**src/rtl/adder_arbiter.sv**
```systemverilog
// Round-robin arbiter that shares one registered WIDTH-bit adder between NREQ
// requesters, with a single backpressured response channel tagged by requester ID.
module adder_arbiter #(
  parameter int WIDTH = 8,
  parameter int NREQ  = 4,
  parameter int IDW   = $clog2(NREQ)
) (
  input  logic                  clk,
  input  logic                  rst_n,
  input  logic [NREQ-1:0]       req_valid,
  output logic [NREQ-1:0]       req_ready,
  input  logic [NREQ*WIDTH-1:0] req_a,
  input  logic [NREQ*WIDTH-1:0] req_b,
  output logic                  rsp_valid,
  input  logic                  rsp_ready,
  output logic [WIDTH-1:0]      rsp_sum,
  output logic                  rsp_carry,
  output logic [IDW-1:0]        rsp_id,
  output logic                  busy
);

  typedef enum logic [1:0] {
    ST_IDLE = 2'd0,
    ST_EXEC = 2'd1,
    ST_RESP = 2'd2
  } state_e;

  state_e           state_q, state_d;
  logic [IDW-1:0]   rr_ptr_q, rr_ptr_d;
  logic [WIDTH-1:0] op_a_q, op_a_d, op_b_q, op_b_d;
  logic [IDW-1:0]   op_id_q, op_id_d;
  logic             rsp_valid_q, rsp_valid_d;
  logic [WIDTH-1:0] rsp_sum_q, rsp_sum_d;
  logic             rsp_carry_q, rsp_carry_d;
  logic [IDW-1:0]   rsp_id_q, rsp_id_d;

  logic [NREQ-1:0]  rot_s;
  logic             grant_found_s;
  logic [IDW-1:0]   grant_id_s;
  logic [WIDTH-1:0] sel_a_s, sel_b_s;
  logic [WIDTH:0]   sum_s;
  logic             accept_s;

  // Round-robin search: rotate so rr_ptr lands at bit 0, lowest set offset wins
  always_comb begin
    rot_s         = NREQ'({req_valid, req_valid} >> rr_ptr_q);
    grant_found_s = |req_valid;
    grant_id_s    = '0;
    for (int off = NREQ - 1; off >= 0; off--) begin
      grant_id_s = rot_s[off] ? IDW'((int'(rr_ptr_q) + off) % NREQ) : grant_id_s;
    end
  end

  // Operand select for the winning requester
  always_comb begin
    sel_a_s = '0;
    sel_b_s = '0;
    for (int i = 0; i < NREQ; i++) begin
      sel_a_s = (grant_id_s == IDW'(i)) ? req_a[i*WIDTH +: WIDTH] : sel_a_s;
      sel_b_s = (grant_id_s == IDW'(i)) ? req_b[i*WIDTH +: WIDTH] : sel_b_s;
    end
  end

  // FSM state register
  always_ff @(posedge clk or negedge rst_n) begin
    if (!rst_n) begin
      state_q <= ST_IDLE;
    end else begin
      state_q <= state_d;
    end
  end

  // FSM next-state logic
  always_comb begin
    state_d = state_q;
    case (state_q)
      ST_IDLE: state_d = grant_found_s ? ST_EXEC : ST_IDLE;
      ST_EXEC: state_d = ST_RESP;
      ST_RESP: state_d = rsp_ready ? ST_IDLE : ST_RESP;
      default: state_d = ST_IDLE;
    endcase
  end

  // FSM outputs; grant is masked during reset so no pair is taken while rst_n is low
  always_comb begin
    busy      = (state_q != ST_IDLE);
    req_ready = '0;
    if ((state_q == ST_IDLE) && grant_found_s && rst_n) begin
      req_ready = {{(NREQ-1){1'b0}}, 1'b1} << grant_id_s;
    end else begin
      req_ready = '0;
    end
  end

  assign accept_s = (state_q == ST_IDLE) && grant_found_s;
  assign sum_s    = {1'b0, op_a_q} + {1'b0, op_b_q};

  // Datapath next-state: operand capture on grant, result capture in EXEC
  always_comb begin
    rr_ptr_d    = rr_ptr_q;
    op_a_d      = op_a_q;
    op_b_d      = op_b_q;
    op_id_d     = op_id_q;
    rsp_valid_d = rsp_valid_q;
    rsp_sum_d   = rsp_sum_q;
    rsp_carry_d = rsp_carry_q;
    rsp_id_d    = rsp_id_q;
    if (accept_s) begin
      op_a_d   = sel_a_s;
      op_b_d   = sel_b_s;
      op_id_d  = grant_id_s;
      rr_ptr_d = (grant_id_s == IDW'(NREQ - 1)) ? '0 : grant_id_s + IDW'(1);
    end else begin
      rr_ptr_d = rr_ptr_q;
    end
    if (state_q == ST_EXEC) begin
      rsp_valid_d = 1'b1;
      rsp_sum_d   = sum_s[WIDTH-1:0];
      rsp_carry_d = sum_s[WIDTH];
      rsp_id_d    = op_id_q;
    end else if ((state_q == ST_RESP) && rsp_ready) begin
      rsp_valid_d = 1'b0;
    end else begin
      rsp_valid_d = rsp_valid_q;
    end
  end

  // Datapath and response registers
  always_ff @(posedge clk or negedge rst_n) begin
    if (!rst_n) begin
      rr_ptr_q    <= '0;
      op_a_q      <= '0;
      op_b_q      <= '0;
      op_id_q     <= '0;
      rsp_valid_q <= 1'b0;
      rsp_sum_q   <= '0;
      rsp_carry_q <= 1'b0;
      rsp_id_q    <= '0;
    end else begin
      rr_ptr_q    <= rr_ptr_d;
      op_a_q      <= op_a_d;
      op_b_q      <= op_b_d;
      op_id_q     <= op_id_d;
      rsp_valid_q <= rsp_valid_d;
      rsp_sum_q   <= rsp_sum_d;
      rsp_carry_q <= rsp_carry_d;
      rsp_id_q    <= rsp_id_d;
    end
  end

  assign rsp_valid = rsp_valid_q;
  assign rsp_sum   = rsp_sum_q;
  assign rsp_carry = rsp_carry_q;
  assign rsp_id    = rsp_id_q;

endmodule

```
**config.mk**
```make
export PLATFORM = sky130hd
export DESIGN_NAME = adder_arbiter
export DESIGN_NICKNAME = d
export VERILOG_FILES = /design/src/rtl/adder_arbiter.sv
export SDC_FILE = /design/constraint.sdc
export NUM_CORES = 1
export LEC_CHECK = 0
export CAP_MARGIN = 15
export CORE_ASPECT_RATIO = 1.1
export CORE_MARGIN = 3
export CORE_UTILIZATION = 46
export CTS_BUF_LIST = sky130_fd_sc_hd__clkbuf_8
export DETAILED_ROUTE_END_ITERATION = 8
export GPL_TIMING_DRIVEN = 0
export HOLD_SLACK_MARGIN = 0.05
export PLACE_DENSITY = 0.83
export SYNTH_ARGS = -nofsm -noshare
export SYNTH_HDL_FRONTEND = slang
export SYNTH_SLANG_ARGS = --single-unit
```
**constraint.sdc**
```tcl
create_clock -name clk -period 4.4 [get_ports clk]
set_input_delay 1.32 -clock clk [delete_from_list [all_inputs] [get_ports clk]]
set_output_delay 1.32 -clock clk [all_outputs]
set_load 0.005 [all_outputs]
```
Figure 1. Sequential cells grouped by signal name.
Bar = 20 um. Other sequential cells in the stronger gray, the rest of the logic in the fainter gray.
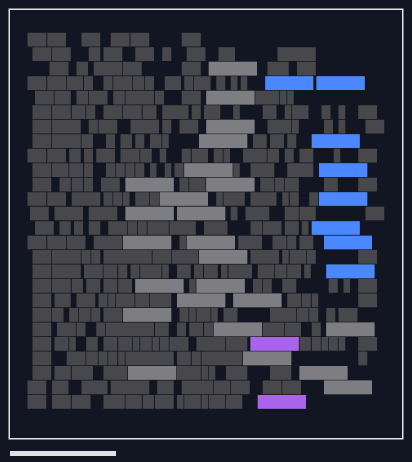
| color | name in the netlist | sequential cells |
|---|---|---|
| purple | rsp_id | 2 |
| blue | rsp_sum | 8 |
not colored: 24
Seq/total area: 24.14%
Flop area: 850.8 sq um

==> summary.txt <==
yosys + openroad results -> Via-to-Cell Ratio=5.474, Net Sw Power=1.046 mW, logic share of the area=38.91%, I/O pins=88, Dominant flop cell=dfrtp_1, wire per inst=15.89 um, met1 wire length=about 2500 um, Die H=80.38 um, sequential power=~0.59 mW, gpl congestion=roughly 0.76, Non-clk invs=9, outcome=finished clean, final hold vios=0, R2R Path End=op_b_q[4], Yosys Chip Area=~2300 sq um, most frequent CP cell=dlygate4sd2_1, Avg Inst Size Synth=9.481 sq um, dominant cell type by area after synthesis=dfrtp_1, Worst Min Path Start=rsp_sum[4], dpl hpwl=4775 um, # setup viols final=0, dominant kind of cell=multi-input combinational cells, tool warnings=30, Max Freq=231.1 MHz
Figure 2. Metal 1.
Bar = 20 um. Supply wires on this layer in gray. Cells faint in the background.
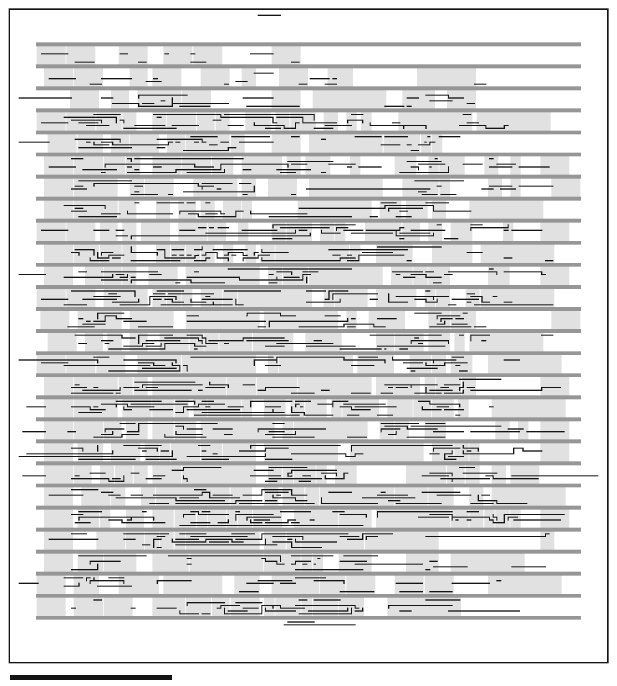
wire length on this layer: 2510 um
longest straight run: 22.5 um
share of all routed wire: 39%
nets with wire on the layer: 377
main direction: horizontal
GR Util met1: 24.51%
Vias: 2239
WL final: 6497 um

[repair_timing]
| item | CTS | global route |
|---|---|---|
| resized | 28 | 9 |
| setup buffers | 8 | 9 |
| pin swaps | 4 | 3 |
| endpoints found under the setup margin | 4 | 2 |
[cells in the final DEF, fill, tap and decap left out, types with 3 or more instances in the layout]
cell and instances:
a211oi_1 3, a21o_1 5, a21oi_1 34, a21oi_2 6, a221oi_1 6, a221oi_2 11
and3_1 5, buf_2 4, buf_4 18, buf_6 5, clkbuf_1 4, clkbuf_8 6
clkdlybuf4s50_1 78, dfrtp_1 34, dlygate4sd2_1 4, ha_1 9, ha_4 3, inv_1 7
inv_2 3, mux2_2 6, nand2_1 7, nor2_1 21, nor2b_1 18, nor3_1 16
nor3b_1 4, o21ai_0 7
Power and IR drop assume default switching activity.
